Fig. 1: run 1, cell classes on the final placement
The bar under the picture is 20 um long.
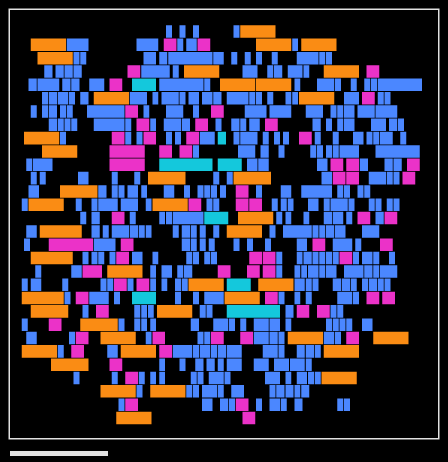
Fig. 2: run 1, clock wires, drivers and flops
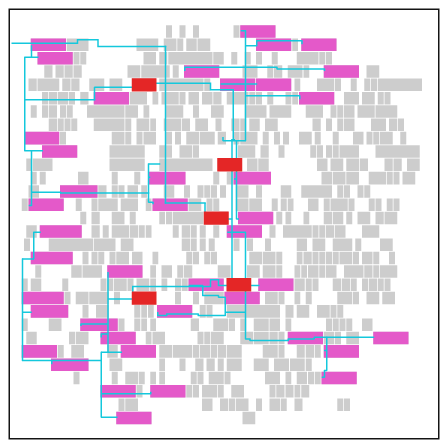
Fig. 3: run 1, supply network
Pins as bars on the die edge. Tap cells in grey.
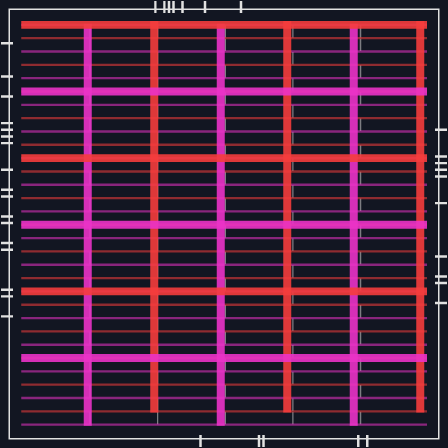
Fig. 4: run 1, routing congestion
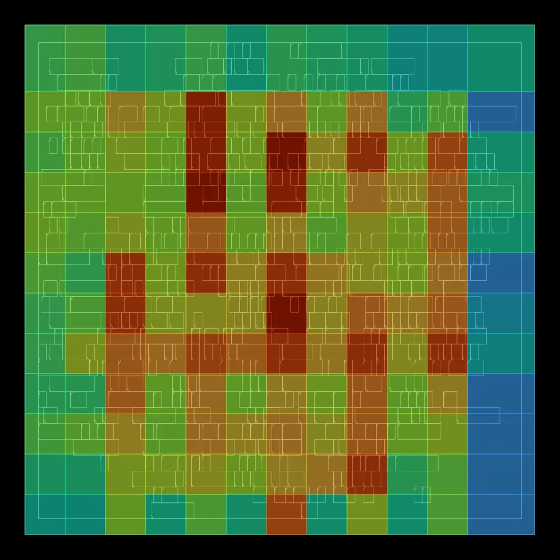
`config.mk`:
```
export PLATFORM = sky130hd
export DESIGN_NAME = hazard_scoreboard
export DESIGN_NICKNAME = d
export VERILOG_FILES = /design/src/rtl/mips_hazard_pkg.sv /design/src/rtl/hazard_match.sv /design/src/rtl/hazard_scoreboard.sv
export SDC_FILE = /design/constraint.sdc
export NUM_CORES = 1
export LEC_CHECK = 0
export ABC_AREA = 1
export CORE_MARGIN = 2
export CORE_UTILIZATION = 40
export DETAILED_ROUTE_END_ITERATION = 12
export DONT_BUFFER_PORTS = 1
export PLACE_DENSITY = 0.52
export SLEW_MARGIN = 20
export SYNTH_ARGS = -nofsm -noshare
export SYNTH_HDL_FRONTEND = slang
export SYNTH_SLANG_ARGS = --single-unit
```
`constraint.sdc`:
```
create_clock -name i_clk -period 2.7 [get_ports i_clk]
set_input_delay 0.54 -clock i_clk [delete_from_list [all_inputs] [get_ports i_clk]]
set_output_delay 0.54 -clock i_clk [all_outputs]
set_load 0.02 [all_outputs]
```
`src/rtl/mips_hazard_pkg.sv`:
```
// rtl/mips_hazard_pkg.sv - shared constants for the MIPS hazard scoreboard
// Purpose: field widths, the Tuse "unused" code, pipeline stage indices and
//          mult/div busy-cycle defaults shared by the hazard logic and its users.
// Ports:   none (package).
package mips_hazard_pkg;

   localparam int HZ_TW = 3;                 // Tuse/Tnew field width
   localparam int HZ_RW = 5;                 // register index width

   // Tuse code meaning "this operand is not read"; no Tnew can exceed it,
   // so an unused operand never stalls.
   localparam logic [HZ_TW-1:0] TUSE_UNUSED = '1;

   // Stage numbering after D
   localparam int STG_E = 1;
   localparam int STG_M = 2;
   localparam int STG_W = 3;

   localparam int MULT_CYC_DEF = 5;
   localparam int DIV_CYC_DEF  = 10;

endpackage

```
`src/rtl/hazard_match.sv`:
```
// rtl/hazard_match.sv - youngest-match priority encoder over scoreboard entries
// Purpose: finds the lowest-numbered scoreboard stage (>= LO) whose valid
//          destination equals i_reg and reports its stage index and Tnew.
// Ports:   i_valid/i_dst/i_tnew - scoreboard entries, element k-1 = stage k
//          i_en                 - enables the search (0 forces no hit)
//          i_reg                - register being looked up ($0 never hits)
//          o_hit/o_idx/o_tnew   - match flag, stage number, remaining Tnew
module hazard_match
   import mips_hazard_pkg::*;
#(
   parameter int NSTAGE = 3,
   parameter int RW     = HZ_RW,
   parameter int TW     = HZ_TW,
   parameter int SW     = $clog2(NSTAGE+1),
   parameter int LO     = STG_E
) (
   input  logic [NSTAGE-1:0]         i_valid,
   input  logic [NSTAGE-1:0][RW-1:0] i_dst,
   input  logic [NSTAGE-1:0][TW-1:0] i_tnew,
   input  logic                      i_en,
   input  logic [RW-1:0]             i_reg,
   output logic                      o_hit,
   output logic [SW-1:0]             o_idx,
   output logic [TW-1:0]             o_tnew
);

   // Scan oldest to youngest so the youngest match overwrites older ones.
   always_comb begin
      o_hit  = 1'b0;
      o_idx  = '0;
      o_tnew = '0;
      if (i_en && (i_reg != '0)) begin
         for (int k = NSTAGE; k >= LO; k--) begin
            if (i_valid[k-1] && (i_dst[k-1] == i_reg)) begin
               o_hit  = 1'b1;
               o_idx  = SW'(k);
               o_tnew = i_tnew[k-1];
            end
         end
      end
   end

endmodule

```
`src/rtl/hazard_scoreboard.sv`:
```
// rtl/hazard_scoreboard.sv - Tuse/Tnew scoreboard: stall, forwarding, mult/div interlock
// Purpose: tracks destination/Tnew of every in-flight instruction after D and
//          derives the D-stage stall, D/E forwarding selects and md_busy.
// Ports:   i_clk, i_reset (sync, active-high)
//          i_d_rs/i_d_rt, i_d_tuse_rs/i_d_tuse_rt, i_d_dst, i_d_tnew - D instruction
//          i_d_md_use - D instruction touches the mult/div unit
//          i_e_md_start/i_e_md_div - E instruction starts mult (0) or div (1)
//          o_stall - freeze PC/D, bubble into E
//          o_fwd_rs_d/o_fwd_rt_d - D operand source (0 = regfile, k = stage k)
//          o_fwd_rs_e/o_fwd_rt_e - E operand source (0 = E reg, k = stage k >= 2)
//          o_md_busy - mult/div unit busy
module hazard_scoreboard
   import mips_hazard_pkg::*;
#(
   parameter int NSTAGE   = 3,
   parameter int TW       = HZ_TW,
   parameter int RW       = HZ_RW,
   parameter int MULT_CYC = MULT_CYC_DEF,
   parameter int DIV_CYC  = DIV_CYC_DEF,
   parameter int SW       = $clog2(NSTAGE+1)
) (
   input  logic          i_clk,
   input  logic          i_reset,
   input  logic [RW-1:0] i_d_rs,
   input  logic [RW-1:0] i_d_rt,
   input  logic [TW-1:0] i_d_tuse_rs,
   input  logic [TW-1:0] i_d_tuse_rt,
   input  logic [RW-1:0] i_d_dst,
   input  logic [TW-1:0] i_d_tnew,
   input  logic          i_d_md_use,
   input  logic          i_e_md_start,
   input  logic          i_e_md_div,
   output logic          o_stall,
   output logic [SW-1:0] o_fwd_rs_d,
   output logic [SW-1:0] o_fwd_rt_d,
   output logic [SW-1:0] o_fwd_rs_e,
   output logic [SW-1:0] o_fwd_rt_e,
   output logic          o_md_busy
);

   localparam int MD_MAX = (DIV_CYC > MULT_CYC) ? DIV_CYC : MULT_CYC;
   localparam int CW     = $clog2(MD_MAX + 1);

   // Element k-1 holds stage k (element 0 = E).
   logic [NSTAGE-1:0]         r_valid;
   logic [NSTAGE-1:0][RW-1:0] r_dst;
   logic [NSTAGE-1:0][TW-1:0] r_tnew;
   logic [NSTAGE-1:0][RW-1:0] r_rs;
   logic [NSTAGE-1:0][RW-1:0] r_rt;
   logic [CW-1:0]             r_md_cnt;

   logic          w_rs_d_hit, w_rt_d_hit, w_rs_e_hit, w_rt_e_hit;
   logic [SW-1:0] w_rs_d_idx, w_rt_d_idx, w_rs_e_idx, w_rt_e_idx;
   logic [TW-1:0] w_rs_d_tnew, w_rt_d_tnew, w_rs_e_tnew, w_rt_e_tnew;
   logic          w_stall_rs, w_stall_rt, w_stall_md, w_stall;

   hazard_match #(.NSTAGE(NSTAGE), .RW(RW), .TW(TW), .SW(SW), .LO(STG_E)) u_rs_d (
      .i_valid(r_valid), .i_dst(r_dst), .i_tnew(r_tnew),
      .i_en(1'b1), .i_reg(i_d_rs),
      .o_hit(w_rs_d_hit), .o_idx(w_rs_d_idx), .o_tnew(w_rs_d_tnew)
   );

   hazard_match #(.NSTAGE(NSTAGE), .RW(RW), .TW(TW), .SW(SW), .LO(STG_E)) u_rt_d (
      .i_valid(r_valid), .i_dst(r_dst), .i_tnew(r_tnew),
      .i_en(1'b1), .i_reg(i_d_rt),
      .o_hit(w_rt_d_hit), .o_idx(w_rt_d_idx), .o_tnew(w_rt_d_tnew)
   );

   // E-stage lookups only search stages past E, and only for a real E instruction.
   hazard_match #(.NSTAGE(NSTAGE), .RW(RW), .TW(TW), .SW(SW), .LO(STG_M)) u_rs_e (
      .i_valid(r_valid), .i_dst(r_dst), .i_tnew(r_tnew),
      .i_en(r_valid[0]), .i_reg(r_rs[0]),
      .o_hit(w_rs_e_hit), .o_idx(w_rs_e_idx), .o_tnew(w_rs_e_tnew)
   );

   hazard_match #(.NSTAGE(NSTAGE), .RW(RW), .TW(TW), .SW(SW), .LO(STG_M)) u_rt_e (
      .i_valid(r_valid), .i_dst(r_dst), .i_tnew(r_tnew),
      .i_en(r_valid[0]), .i_reg(r_rt[0]),
      .o_hit(w_rt_e_hit), .o_idx(w_rt_e_idx), .o_tnew(w_rt_e_tnew)
   );

   assign o_md_busy  = i_e_md_start | (r_md_cnt != '0);

   // An unused operand carries all-ones Tuse, which no Tnew exceeds.
   assign w_stall_rs = w_rs_d_hit & (w_rs_d_tnew > i_d_tuse_rs);
   assign w_stall_rt = w_rt_d_hit & (w_rt_d_tnew > i_d_tuse_rt);
   assign w_stall_md = i_d_md_use & o_md_busy;
   assign w_stall    = w_stall_rs | w_stall_rt | w_stall_md;
   assign o_stall    = w_stall;

   assign o_fwd_rs_d = (w_rs_d_hit && (w_rs_d_tnew == '0)) ? w_rs_d_idx : '0;
   assign o_fwd_rt_d = (w_rt_d_hit && (w_rt_d_tnew == '0)) ? w_rt_d_idx : '0;
   assign o_fwd_rs_e = (w_rs_e_hit && (w_rs_e_tnew == '0)) ? w_rs_e_idx : '0;
   assign o_fwd_rt_e = (w_rt_e_hit && (w_rt_e_tnew == '0)) ? w_rt_e_idx : '0;

   always_ff @(posedge i_clk) begin
      if (i_reset) begin
         r_valid  <= '0;
         r_dst    <= '0;
         r_tnew   <= '0;
         r_rs     <= '0;
         r_rt     <= '0;
         r_md_cnt <= '0;
      end else begin
         for (int k = 1; k < NSTAGE; k++) begin
            r_valid[k] <= r_valid[k-1];
            r_dst[k]   <= r_dst[k-1];
            r_tnew[k]  <= (r_tnew[k-1] == '0) ? '0 : r_tnew[k-1] - 1'b1;
            r_rs[k]    <= r_rs[k-1];
            r_rt[k]    <= r_rt[k-1];
         end

         if (w_stall) begin
            r_valid[0] <= 1'b0;
            r_dst[0]   <= '0;
            r_tnew[0]  <= '0;
            r_rs[0]    <= '0;
            r_rt[0]    <= '0;
         end else begin
            r_valid[0] <= 1'b1;
            r_dst[0]   <= i_d_dst;
            r_tnew[0]  <= i_d_tnew;
            r_rs[0]    <= i_d_rs;
            r_rt[0]    <= i_d_rt;
         end

         // A start while busy reloads; the D-side interlock normally prevents it.
         if (i_e_md_start) begin
            r_md_cnt <= i_e_md_div ? CW'(DIV_CYC) : CW'(MULT_CYC);
         end else if (r_md_cnt != '0) begin
            r_md_cnt <= r_md_cnt - 1'b1;
         end
      end
   end

endmodule

```
==> impl_metrics.tcl, run 1 <==
# yosys + openroad results
set metrics [dict create \
    slew_viol_final 0 \
    worstReg2RegEnd "r_dst[0]" \
    top_cell_area_share_pct 29.5 \
    routed_wl_mm 8.34 \
    critPathKind "flop to primary output" \
    fp-utilization_pct 41.1 \
    setup_viol 1 \
    path_max_fanout 6 \
    gp_congestion 0.927 \
    clockRootBuffer "clkbuf_8" \
    p_leak_nw 1.87 \
    power_frac_seq_pct 41.9 \
    peakVddDrop_mv 0.300 \
    antenna_found_initial 0 \
    via_count 2970 \
    clk-power_w 0.000598 \
    cts_max_path_buffers 2 \
    violations "setup timing" \
    synth_cell_type_count 32 \
    regMostFlops "r_dst" \
    cts_tree "yes" \
    syn_to_final_growth_pct 35.7 \
    run_status "finished with violations" \
    highest_layer "met4" \
    grt_pass1_vias 2767 \
    synthTopCellsByArea "dfxtp_1 30%, nand2_1 15%, nor2_1 10%" \
    r2r_start "r_dst[0]" \
    synth_top_cell_by_area "dfxtp_1" \
    layout_top_cell "nand2_1" \
    tns_ps -165 \
    synth_flops 41 \
    rr_worst_depth 18 \
    synthFlopType "dfxtp_1" \
    min_to "r_dst[14]" \
    worst_slack_ps -165 \
    taps 80 \
    met3_usage_pct 4.55 \
]
Notes on Fig. 1 above:
Key: other buffers and delay cells = magenta [cells 66, share of their area 15%]; clock drivers and dummy loads = cyan [cells 8, share of their area 3.6%]; all other logic = blue [cells 396, share of their area 59%]; flip-flops = orange [cells 41, share of their area 23%]
post-route cell area: 3770 sq um
sequential share of cell area: 22.3%
Final Util: 55.8%
Core ar.: 6760 sq um
row cnt: 30

Notes on Fig. 2 above:
Key: flip-flops = magenta [count 41]; cells driving clock nets = red [count 5]; clock wires = cyan [length 589 um]
There are 6 routed clock nets.
Clock power frac: 36.6%
clk_lat worst skew: 300 ps

Notes on Fig. 3 above:
Key: VSS = magenta; VDD = red
39 signal pins sit on the boundary. 80 tap cells. 31 met1 rails follow the rows. 6 straps on met5. 6 straps on met4.
die width: 87.4 um
Die Span Y: 87.4 um

Notes on Fig. 4 above:
GRT Overall Usage: 21.9%
GR peak layer: met2
WL per Instance: 14.1 um

[run 1: logic make-up (layout without fill, tap and decap cells)]
group           Yosys count  after routing
simple gates            247            247
flops                    41             41
buf+inv                  82            153
xor+xnor                 13             13
compound gates           45             45
fa+ha+maj                12             12
[run 1: stage by stage]
stage / hold WS (ps) / setup slack [ps]
floorplan: 393 / 27.0
global placement: 402 / -160
detailed placement: 407 / -191
CTS: 289 / -195
global route: 275 / -335
finish: 295 / -165
[run 1: critical path, cell delays in order, from the launching register on]
cell and delay [ps]:
dfxtp_2 340, inv_2 60, buf_6 120, nor2_4 90, inv_1 50, nand4_1 140, nor2_4 90, buf_4 140
a21oi_1 150, nand2_2 80, ha_1 170, nand3b_1 160, a32oi_2 190, nand3_2 130, nand3_4 110
==> run 2: changes to the inputs <==
--- a/config.mk
+++ b/config.mk
@@ -6,11 +6,13 @@
 export NUM_CORES = 1
 export LEC_CHECK = 0
 export ABC_AREA = 1
+export CELL_PAD_IN_SITES_DETAIL_PLACEMENT = 0
+export CELL_PAD_IN_SITES_GLOBAL_PLACEMENT = 1
 export CORE_MARGIN = 2
 export CORE_UTILIZATION = 40
 export DETAILED_ROUTE_END_ITERATION = 12
 export DONT_BUFFER_PORTS = 1
-export PLACE_DENSITY = 0.52
+export PLACE_DENSITY = 0.71
 export SLEW_MARGIN = 20
 export SYNTH_ARGS = -nofsm -noshare
 export SYNTH_HDL_FRONTEND = slang
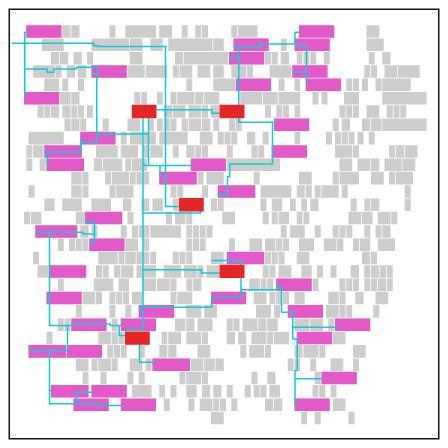
Fig. 5. Clock wires, drivers and flops (run 2).
Key: clock wires = cyan [length 555 um]; cells driving clock nets = red [count 5]; flip-flops = magenta [count 41]
There are 6 routed clock nets.
clock skew: 6.77 ps
Clk power: 0.000507 W
Clock power frac: 33.4%

==> impl_metrics.tcl, run 2 <==
# yosys + openroad results
set metrics [dict create \
    run_status "finished with violations" \
    violations "setup timing" \
    synth_flops 41 \
    synthTopCellsByArea "dfxtp_1 30%, nand2_1 15%, nor2_1 10%" \
    critical_path.cell_chain "inv_2 -> buf_6 -> nand2_4 -> nand2_2 -> nor3_2 -> nand3_2 -> nor2_1 -> nor2_1 -> nand2_1 -> inv_2 -> ha_4 -> nand3b_1 -> a32oi_2 -> nand3_2 -> nand3_4" \
    layout_top_cell "nand2_1" \
    critPathKind "flop to primary output" \
    worstReg2RegEnd "r_rt[1]" \
    routed_wl_mm 8.11 \
    setup_viol 1 \
    critPathMaxStageDelay_ps 350 \
    gp_congestion 0.895 \
    met3_usage_pct 4.83 \
    synth_top_cell_by_area "dfxtp_1" \
    antenna_found_initial 0 \
    r2r_start "r_dst[0]" \
    cts_max_path_buffers 2 \
    grt_pass1_vias 2564 \
    clockRootBuffer "clkbuf_8" \
    worst_slack_ps -192 \
    fin_util_pct 53.3 \
    grt_busiest_layer "met2" \
    cts_tree "yes" \
    die_x_um 87.4 \
    path_max_fanout 3 \
    min_to "r_dst[11]" \
    grt_usage_pct 22.0 \
    tns_ps -192 \
    critPathTopFamily "simple AND/OR/NAND/NOR gates" \
    critical_path.slowest_cell "dfxtp_2" \
    fp-utilization_pct 41.1 \
    wl_per_cell_um 14.0 \
    path_depth 15 \
    via_count 2843 \
    synth_cell_type_count 32 \
    top_cell_area_share_pct 29.5 \
    pre_cts_slack_ps -187 \
    regMostFlops "r_dst" \
]
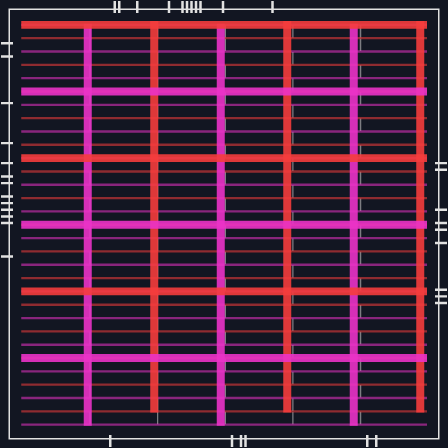
Fig. 6. Supply network (run 2).
Pins as bars on the die edge. Tap cells in grey.
Key: VSS = magenta; VDD = red
6 straps on met4. 39 signal pins sit on the boundary. 31 met1 rails follow the rows. 80 tap cells. 6 straps on met5.
Peak VDD IR: 0.222 mV

## run 2: cell counts after synthesis
No cell type changed its count.
## run 2: final cells by class
cell class | instances | area share (%)
clock buffer | 5 | 1.91
clock inverter | 3 | 1.29
inverter | 79 | 8.24
multi-input combinational | 317 | 50.3
sequential | 41 | 23.3
tap | 80 | 2.78
timing repair buffer | 56 | 12.2
## run 2: metrics by stage
stage / hold WS [ps] / area, sq um / power [W]
final: 293 / 3600 / 0.00152
after global routing: 270 / 3600 / 0.00161
after CTS: 283 / 3400 / 0.00151
after detailed placement: 407 / 3210 / 0.000990
after global placement: 408 / 3210 / 0.000989
after floorplan: 393 / 2780 / 0.000901
==> run 3: changes to the inputs <==
--- a/config.mk
+++ b/config.mk
@@ -6,13 +6,13 @@
 export NUM_CORES = 1
 export LEC_CHECK = 0
 export ABC_AREA = 1
-export CELL_PAD_IN_SITES_DETAIL_PLACEMENT = 0
-export CELL_PAD_IN_SITES_GLOBAL_PLACEMENT = 1
+export CELL_PAD_IN_SITES_DETAIL_PLACEMENT = 2
+export CELL_PAD_IN_SITES_GLOBAL_PLACEMENT = 2
 export CORE_MARGIN = 2
-export CORE_UTILIZATION = 40
+export CORE_UTILIZATION = 34
 export DETAILED_ROUTE_END_ITERATION = 12
 export DONT_BUFFER_PORTS = 1
-export PLACE_DENSITY = 0.71
+export PLACE_DENSITY = 0.77
 export SLEW_MARGIN = 20
 export SYNTH_ARGS = -nofsm -noshare
 export SYNTH_HDL_FRONTEND = slang
==> impl_metrics.tcl, run 3 <==
# flow metrics
set metrics [dict create \
    gp_congestion 0.860 \
    portBuffers 0 \
    place_area_sq_um 3350 \
    syn_nets 481 \
    synthTopCellsByCount "108 x nand2_1, 77 x nor2_1, 72 x inv_1, 41 x dfxtp_1, 19 x a21oi_1" \
    ctsHoldBuffers 0 \
    cts_max_path_buffers 2 \
    synthTopCellsByArea "dfxtp_1 30%, nand2_1 15%, nor2_1 10%" \
    die_h_um 94.4 \
    synth_cell_type_count 32 \
    clockRootBuffer "clkbuf_8" \
    top_cell_area_share_pct 29.5 \
    yosys_cells 440 \
    fp-utilization_pct 35.6 \
    htree_levels 2 \
    run_status "aborted with a tool error" \
    dp_hpwl_mm 9.33 \
    edf_count 0 \
    boundaryPins 39 \
    synth_top_cell_by_area "dfxtp_1" \
    num_rows 32 \
    most_common_cell "nand2_1" \
    synthFlopType "dfxtp_1" \
    synth_flops 41 \
    async_flop_share_pct 0 \
    die_x_um 94.4 \
    syn_area_sq_um 2780 \
    cts-resized-gates 106 \
    post_cts_buffers 25 \
    ys_warn_count 0 \
    stop_error "[ERROR DPL-0033] detailed placement checks failed during check placement." \
    haltStage "clock tree synthesis" \
]
==> run 3: through the flow <==
stage                     hold slack, ps  total power (W)  setup WS, ps  std cells
after floorplan                      393         0.000901          27.0        440
after detailed placement             431          0.00104          -382        599
after global placement               412          0.00102          -170        599
==> run 3: logic make-up after synthesis <==
| group | share of synthesized area [%] |
|---|---|
| simple gates | 39.9 |
| buf+inv | 11.7 |
| compound gates | 9.37 |
| flops | 29.5 |
| xor+xnor | 4.10 |
| fa+ha+maj | 5.40 |
==> run 4: changes to the inputs <==
--- a/config.mk
+++ b/config.mk
@@ -6,13 +6,11 @@
 export NUM_CORES = 1
 export LEC_CHECK = 0
 export ABC_AREA = 1
-export CELL_PAD_IN_SITES_DETAIL_PLACEMENT = 2
-export CELL_PAD_IN_SITES_GLOBAL_PLACEMENT = 2
 export CORE_MARGIN = 2
-export CORE_UTILIZATION = 34
+export CORE_UTILIZATION = 25
 export DETAILED_ROUTE_END_ITERATION = 12
 export DONT_BUFFER_PORTS = 1
-export PLACE_DENSITY = 0.77
+export PLACE_DENSITY_LB_ADDON = 0.15
 export SLEW_MARGIN = 20
 export SYNTH_ARGS = -nofsm -noshare
 export SYNTH_HDL_FRONTEND = slang
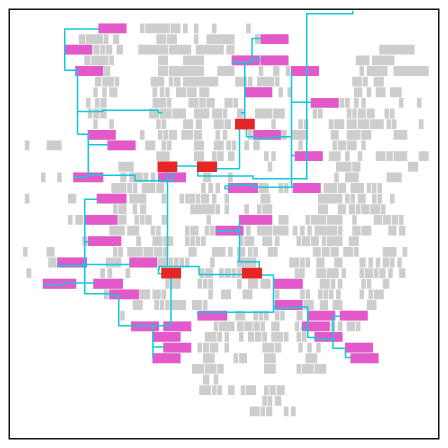
Fig. 7. Clock wires, drivers and flops (run 4).
Key: clock wires = cyan [length 608 um]; cells driving clock nets = red [count 5]; flip-flops = magenta [count 41]
There are 6 routed clock nets.
Clk power: 0.000434 W
Clock power frac: 29.4%

==> impl_metrics.tcl, run 4 <==
# yosys + openroad results
set metrics [dict create \
    grt_usage_pct 15.4 \
    compound_area_share_pct 9.37 \
    ctsHoldBuffers 0 \
    drt_iter0_drc 197 \
    die_x_um 109 \
    dp_hpwl_mm 7.19 \
    slew_viol_final 0 \
    boundaryPins 39 \
    async_flop_share_pct 0 \
    fp-utilization_pct 25.6 \
    pre_cts_slack_ps -182 \
    most_common_cell "nand2_1" \
    buffer_area_share_pct 14.9 \
    critPathCapture "o_stall" \
    synthTopCellsByArea "dfxtp_1 30%, nand2_1 15%, nor2_1 10%" \
    syn_area_sq_um 2780 \
    worst_slack_ps -207 \
    synthTopCellsByCount "108 x nand2_1, 77 x nor2_1, 72 x inv_1, 41 x dfxtp_1, 19 x a21oi_1" \
    synthFlopType "dfxtp_1" \
    synth_flops 41 \
    syn_nets 481 \
    arrival_ps 2370 \
    xor_share_pct 4.10 \
    die_h_um 109 \
    required_ps 2160 \
    clockRootBuffer "clkbuf_8" \
    logic_family "simple AND/OR/NAND/NOR gates" \
    layout-drive-gt1-share_pct 37.3 \
    htree_levels 2 \
    simple_gate_share_pct 39.9 \
    post_cts_buffers 4 \
    portBuffers 0 \
    synth_top_cell_by_area "dfxtp_1" \
    setup_viol 3 \
    top_cell_area_share_pct 29.5 \
    critical_path.slowest_cell "dfxtp_4" \
    ys_warn_count 0 \
    adder_share_pct 5.40 \
    timing.hold.ws_ps 296 \
    gp_congestion 0.867 \
    violations "setup timing" \
    clock-sinks 41 \
    run_status "finished with violations" \
    dp_cells 635 \
    cts_max_path_buffers 2 \
    ys_sh_mux_pct 0 \
    place_area_sq_um 3390 \
    synth_cell_type_count 32 \
    cts-resized-gates 30 \
    edf_count 0 \
]
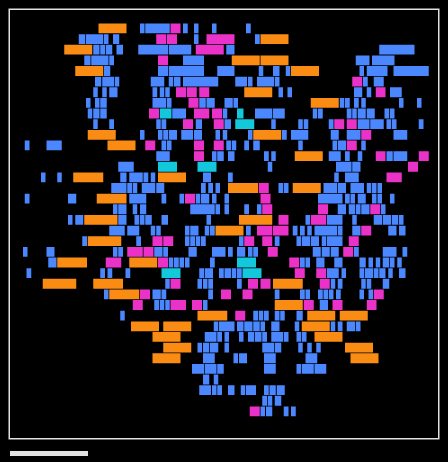
Fig. 8. Cell classes on the final placement (run 4).
The bar under the picture is 20 um long.
Key: clock drivers and dummy loads = cyan [cells 8, share of their area 2.6%]; other buffers and delay cells = magenta [cells 70, share of their area 16%]; all other logic = blue [cells 396, share of their area 59%]; flip-flops = orange [cells 41, share of their area 23%]
Final Util: 36.1%
row cnt: 38
post-route cell area: 3910 sq um

## run 4: cell counts after synthesis
No cell type changed its count.
## run 4: routing by layer
layer	track usage (%)	wire length, um	vias to the layer above
li1	-	-	1523
met1	22.8	4440	1293
met2	22.5	3900	61
met3	3.85	569	4
met4	2.80	65	0
met5	0	0	-
## run 4: power by group
| part | total [W] | switching [W] | leakage (nW) | internal [W] |
|---|---|---|---|---|
| clock network | 0.000434 | 0.000226 | 0.0512 | 0.000207 |
| registers | 0.000685 | 0.0000399 | 0.343 | 0.000645 |
| logic | 0.000358 | 0.000206 | 1.49 | 0.000153 |
No activity file was given, so power comes from the tool's default toggle rates.
